**config.mk**
```make
export PLATFORM = sky130hd
export DESIGN_NAME = vga_timing_gen
export DESIGN_NICKNAME = d
export VERILOG_FILES = /design/src/rtl/vga_timing_pkg.sv /design/src/rtl/pixel_tick_gen.sv /design/src/rtl/vga_timing_gen.sv
export SDC_FILE = /design/constraint.sdc
export NUM_CORES = 1
export LEC_CHECK = 0
export ABC_CLOCK_PERIOD_IN_PS = 2200
export CAP_MARGIN = 20
export CORE_MARGIN = 2
export CORE_UTILIZATION = 35
export CTS_CLUSTER_DIAMETER = 60
export DETAILED_ROUTE_END_ITERATION = 16
export GPL_TIMING_DRIVEN = 1
export PLACE_DENSITY = 0.72
export SLEW_MARGIN = 20
export SYNTH_ARGS = -nofsm -noshare
export SYNTH_HDL_FRONTEND = slang
export SYNTH_SLANG_ARGS = --single-unit
```
**constraint.sdc**
```tcl
create_clock -name clk -period 2.2 [get_ports clk]
set_input_delay 0.44 -clock clk [delete_from_list [all_inputs] [get_ports clk]]
set_output_delay 0.44 -clock clk [all_outputs]
set_load 0.005 [all_outputs]
```
**src/rtl/vga_timing_pkg.sv**
```systemverilog
// 640x480@60 raster timing constants and shared counter type for the VGA timing generator.
package vga_timing_pkg;

    localparam int unsigned CntW    = 10;

    localparam int unsigned HActive = 640;
    localparam int unsigned HFp     = 16;
    localparam int unsigned HSync   = 96;
    localparam int unsigned HBp     = 48;
    localparam int unsigned HTotal  = HActive + HFp + HSync + HBp;

    localparam int unsigned VActive = 480;
    localparam int unsigned VFp     = 10;
    localparam int unsigned VSync   = 2;
    localparam int unsigned VBp     = 33;
    localparam int unsigned VTotal  = VActive + VFp + VSync + VBp;

    typedef logic [CntW-1:0] cnt_t;

    // True when c lies in [start, start+len-1].
    function automatic logic in_window(input cnt_t c, input int unsigned start,
                                       input int unsigned len);
        return (32'(c) >= start) && (32'(c) < start + len);
    endfunction

endpackage

```
**src/rtl/pixel_tick_gen.sv**
```systemverilog
// Free-running divider producing a one-clock strobe every CLK_DIV clocks.
module pixel_tick_gen #(
    parameter int unsigned CLK_DIV = 2
) (
    input  logic clk,
    input  logic rst_n,
    output logic pix_en
);

    localparam int unsigned DivW = (CLK_DIV > 2) ? $clog2(CLK_DIV) : 1;
    localparam logic [DivW-1:0] DivLast = DivW'(CLK_DIV - 1);

    logic [DivW-1:0] div_q, div_d;

    assign pix_en = (div_q == DivLast);

    always_comb begin
        div_d = div_q + 1'b1;
        if (pix_en) begin
            div_d = '0;
        end
    end

    always_ff @(posedge clk or negedge rst_n) begin
        if (!rst_n) begin
            div_q <= '0;
        end else begin
            div_q <= div_d;
        end
    end

endmodule

```
**src/rtl/vga_timing_gen.sv**
```systemverilog
// VGA raster timing on a pixel clock-enable: h/v counters, sync decode and an aligned
// output register stage for colour and syncs.
module vga_timing_gen
    import vga_timing_pkg::*;
#(
    parameter int unsigned CLK_DIV  = 2,
    parameter int unsigned H_ACTIVE = HActive,
    parameter int unsigned H_FP     = HFp,
    parameter int unsigned H_SYNC   = HSync,
    parameter int unsigned H_BP     = HBp,
    parameter int unsigned V_ACTIVE = VActive,
    parameter int unsigned V_FP     = VFp,
    parameter int unsigned V_SYNC   = VSync,
    parameter int unsigned V_BP     = VBp,
    parameter logic        SYNC_POL = 1'b0
) (
    input  logic            clk,
    input  logic            rst_n,
    output logic            pix_en,
    output logic [CntW-1:0] hcount,
    output logic [CntW-1:0] vcount,
    output logic            video_on,
    output logic            line_start,
    output logic            frame_start,
    input  logic [7:0]      rgb_in,
    output logic [7:0]      rgb_out,
    output logic            hsync,
    output logic            vsync
);

    localparam int unsigned HTot  = H_ACTIVE + H_FP + H_SYNC + H_BP;
    localparam int unsigned VTot  = V_ACTIVE + V_FP + V_SYNC + V_BP;
    localparam cnt_t        HLast = cnt_t'(HTot - 1);
    localparam cnt_t        VLast = cnt_t'(VTot - 1);

    cnt_t       h_q, h_d;
    cnt_t       v_q, v_d;
    logic       h_win, v_win;
    logic [7:0] rgb_q;
    logic       hsync_q, vsync_q;

    pixel_tick_gen #(
        .CLK_DIV(CLK_DIV)
    ) u_pixel_tick_gen (
        .clk   (clk),
        .rst_n (rst_n),
        .pix_en(pix_en)
    );

    always_comb begin
        h_d = h_q;
        v_d = v_q;
        if (pix_en) begin
            if (h_q == HLast) begin
                h_d = '0;
                v_d = (v_q == VLast) ? '0 : v_q + 1'b1;
            end else begin
                h_d = h_q + 1'b1;
            end
        end
    end

    always_ff @(posedge clk or negedge rst_n) begin
        if (!rst_n) begin
            h_q <= '0;
            v_q <= '0;
        end else begin
            h_q <= h_d;
            v_q <= v_d;
        end
    end

    assign video_on    = (32'(h_q) < H_ACTIVE) && (32'(v_q) < V_ACTIVE);
    assign h_win       = in_window(h_q, H_ACTIVE + H_FP, H_SYNC);
    assign v_win       = in_window(v_q, V_ACTIVE + V_FP, V_SYNC);
    assign line_start  = pix_en && (h_q == '0);
    assign frame_start = line_start && (v_q == '0);

    // Colour and syncs are sampled from the same counter state so they leave aligned.
    always_ff @(posedge clk or negedge rst_n) begin
        if (!rst_n) begin
            rgb_q   <= '0;
            hsync_q <= ~SYNC_POL;
            vsync_q <= ~SYNC_POL;
        end else if (pix_en) begin
            rgb_q   <= video_on ? rgb_in : '0;
            hsync_q <= h_win ? SYNC_POL : ~SYNC_POL;
            vsync_q <= v_win ? SYNC_POL : ~SYNC_POL;
        end
    end

    assign hcount  = h_q;
    assign vcount  = v_q;
    assign rgb_out = rgb_q;
    assign hsync   = hsync_q;
    assign vsync   = vsync_q;

endmodule

```
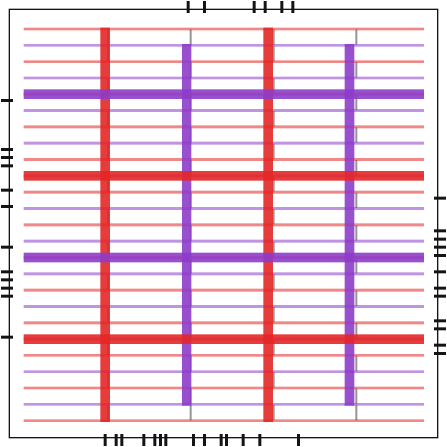
*PDN straps and rails*
Scale: 6 px per um. Pins as bars on the die edge. Tap cells in gray.
| color | net |
|---|---|
| red | VSS |
| purple | VDD |
rows: 24
met4 straps: 4

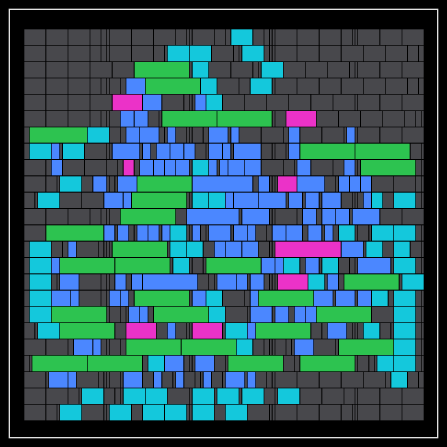
*Placement by cell class*
Scale: 6 px per um. Fill, decap, tap and diode cells in gray.
| color | class | cells | share of their area |
|---|---|---|---|
| blue | all other logic | 118 | 35% |
| cyan | other buffers and delay cells | 66 | 26% |
| green | flip-flops | 31 | 34% |
| magenta | clock drivers and dummy loads | 8 | 4.9% |

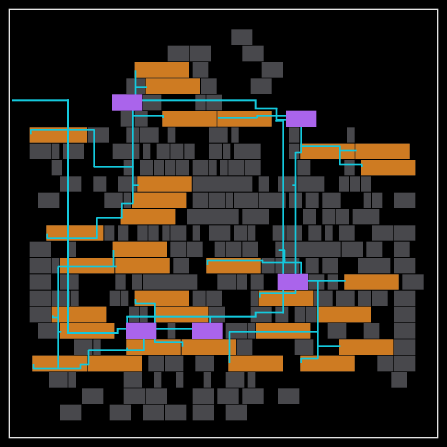
*Clock network drawn from the DEF*
Scale: 6 px per um.
[purple] cells driving clock nets | count: 5
[orange] flip-flops | count: 31
[cyan] clock wires | length: 459 um
routed clock nets: 6
clock power share: 0.474
Clock Skew: 0.00353 ns
Late-Pin Clk Latency: 0.29 ns
Clock group: 0.000569 W

==> impl_metrics.ini <==
; physical design summary
[sta]
finalSetupTns_ns = 0
hold_violations = 0
slew_headroom = 0.595
finalSetupViolCount = 0

[worst_hold_path]
hold_path.class = reg -> reg

[yosys]
syn_avg_cell_area_um2 = 10.2
synthCells = 155
synth-edff-count = 0
ys_area_um2 = 1580

[grt]
grt.busiest_layer = met2
grt_util_met1 = 0.221

[place]
port_buffers = 43

[drt]
via_count = 1467
via_per_inst = 5.33
ant_nets = 0
drt_iter0_drc = 94

[critical_path]
worst_ep_arrival_time_ns = 1.69
critPathMaxFanout = 4
crit_start = vcount[7]
ff2ff_path_depth = 7
crit_cells = 5
crit_family = buffers and inverters

[die]
pin_count = 44
dieArea_um2 = 5060

[finish]
layout.nets = 236

[clock_tree]
ctsLongestPathBuffers = 2

[power]
p_leak_nw = 0.996
combPwrFrac = 0.042

[status]
status = complete, no violations
==> power by group through the flow <==
stage	registers, W	clock network (W)	logic [W]
floorplan	0.000593	0	0.00000624
global placement	0.000592	0	0.0000512
detailed placement	0.000592	0	0.0000517
CTS	0.000582	0.000582	0.0000519
global route	0.000582	0.000607	0.0000558
finish	0.000582	0.000569	0.0000502
==> synthesized netlist by cell type (2+ instances only) <==
master	number	area share
nand3b_1	3	0.014
o21ai_1	2	0.0063
dfrtp_1	29	0.46
nand3_1	10	0.032
o21ai_0	6	0.019
nand2b_1	2	0.0079
and2_1	2	0.0079
dfstp_2	2	0.033
inv_1	7	0.017
nand2_1	17	0.040
nor4_1	4	0.016
nor2_1	6	0.014
ha_1	4	0.032
nand4_1	9	0.036
nor4_2	3	0.024
a31oi_1	2	0.0079
and3_1	4	0.016
clkbuf_1	3	0.0071
o2bb2ai_1	8	0.044
xnor2_1	8	0.044
nor3_1	4	0.013
xor2_1	2	0.011
a21oi_1	4	0.013
buf_2	2	0.0063
==> routing by layer <==
layer | part of all wire | vias to the layer above
met1 | 0.45 | 707
met4 | 0.022 | 0
met3 | 0.060 | 7
met5 | 0 | -
li1 | - | 704
met2 | 0.46 | 49
==> metrics by stage <==
stage	utilization	power [W]	setup WS (ns)	instance area [um2]	hold slack, ns
2_1_floorplan	-	0.000599	0.386	1580	0.144
3_3_place_gp	0.503	0.000644	-0.0744	2190	0.476
3_5_place_dp	0.503	0.000644	-0.154	2190	0.474
4_1_cts	0.534	0.00122	0.00210	2320	0.496
5_1_grt	0.542	0.00124	0.000654	2360	0.504
6_report	0.542	0.00120	0.0689	2360	0.490
==> placed cells by master, fill, tap and decap left out, types with 4 or more instances in the layout <==
cell type / synthesis / routed
dfrtp_1: 29 / 29
nand4_1: 9 / 9
o2bb2ai_1: 8 / 8
buf_4: 0 / 24
nor2_1: 6 / 6
clkdlybuf4s50_1: 0 / 41
nand3_1: 10 / 10
nor4_1: 4 / 4
nand2_1: 17 / 17
a21oi_1: 4 / 4
inv_1: 7 / 5
and3_1: 4 / 4
o21ai_0: 6 / 5
clkbuf_8: 0 / 5
xnor2_1: 8 / 8
==> cell type report <==
cell class | instances | share of cell area
clock inverter | 3 | 0.0186
inverter | 7 | 0.0111
timing repair buffer | 66 | 0.252
tap | 52 | 0.0276
clock buffer | 5 | 0.0292
multi-input combinational | 111 | 0.331
sequential | 31 | 0.330
==> sequential cells by signal, indices dropped and copies added, names as in the netlist <==
register / cells
hsync: 1
vcount: 10
hcount: 10
u_pixel_tick_gen.pix_en: 1
rgb_out: 8
vsync: 1
==> kinds of logic (layout without fill, tap and decap cells) <==
group,Yosys count,count (layout),share of synthesized area
adder cells (fa/ha/maj),4,4,0.0317
XOR/XNOR,10,10,0.0555
buffers and inverters,13,81,0.0325
flip-flops,31,31,0.493
AND/OR/NAND/NOR,71,71,0.275
AND-OR/OR-AND,25,25,0.106
multiplexers,1,1,0.00634
==> what timing repair did <==
action                                  CTS  global route
resized                                   8             6
endpoints found under the setup margin    3             3
pin swaps                                 1             1
buffers inserted                          2             2
Power and IR drop assume default switching activity.
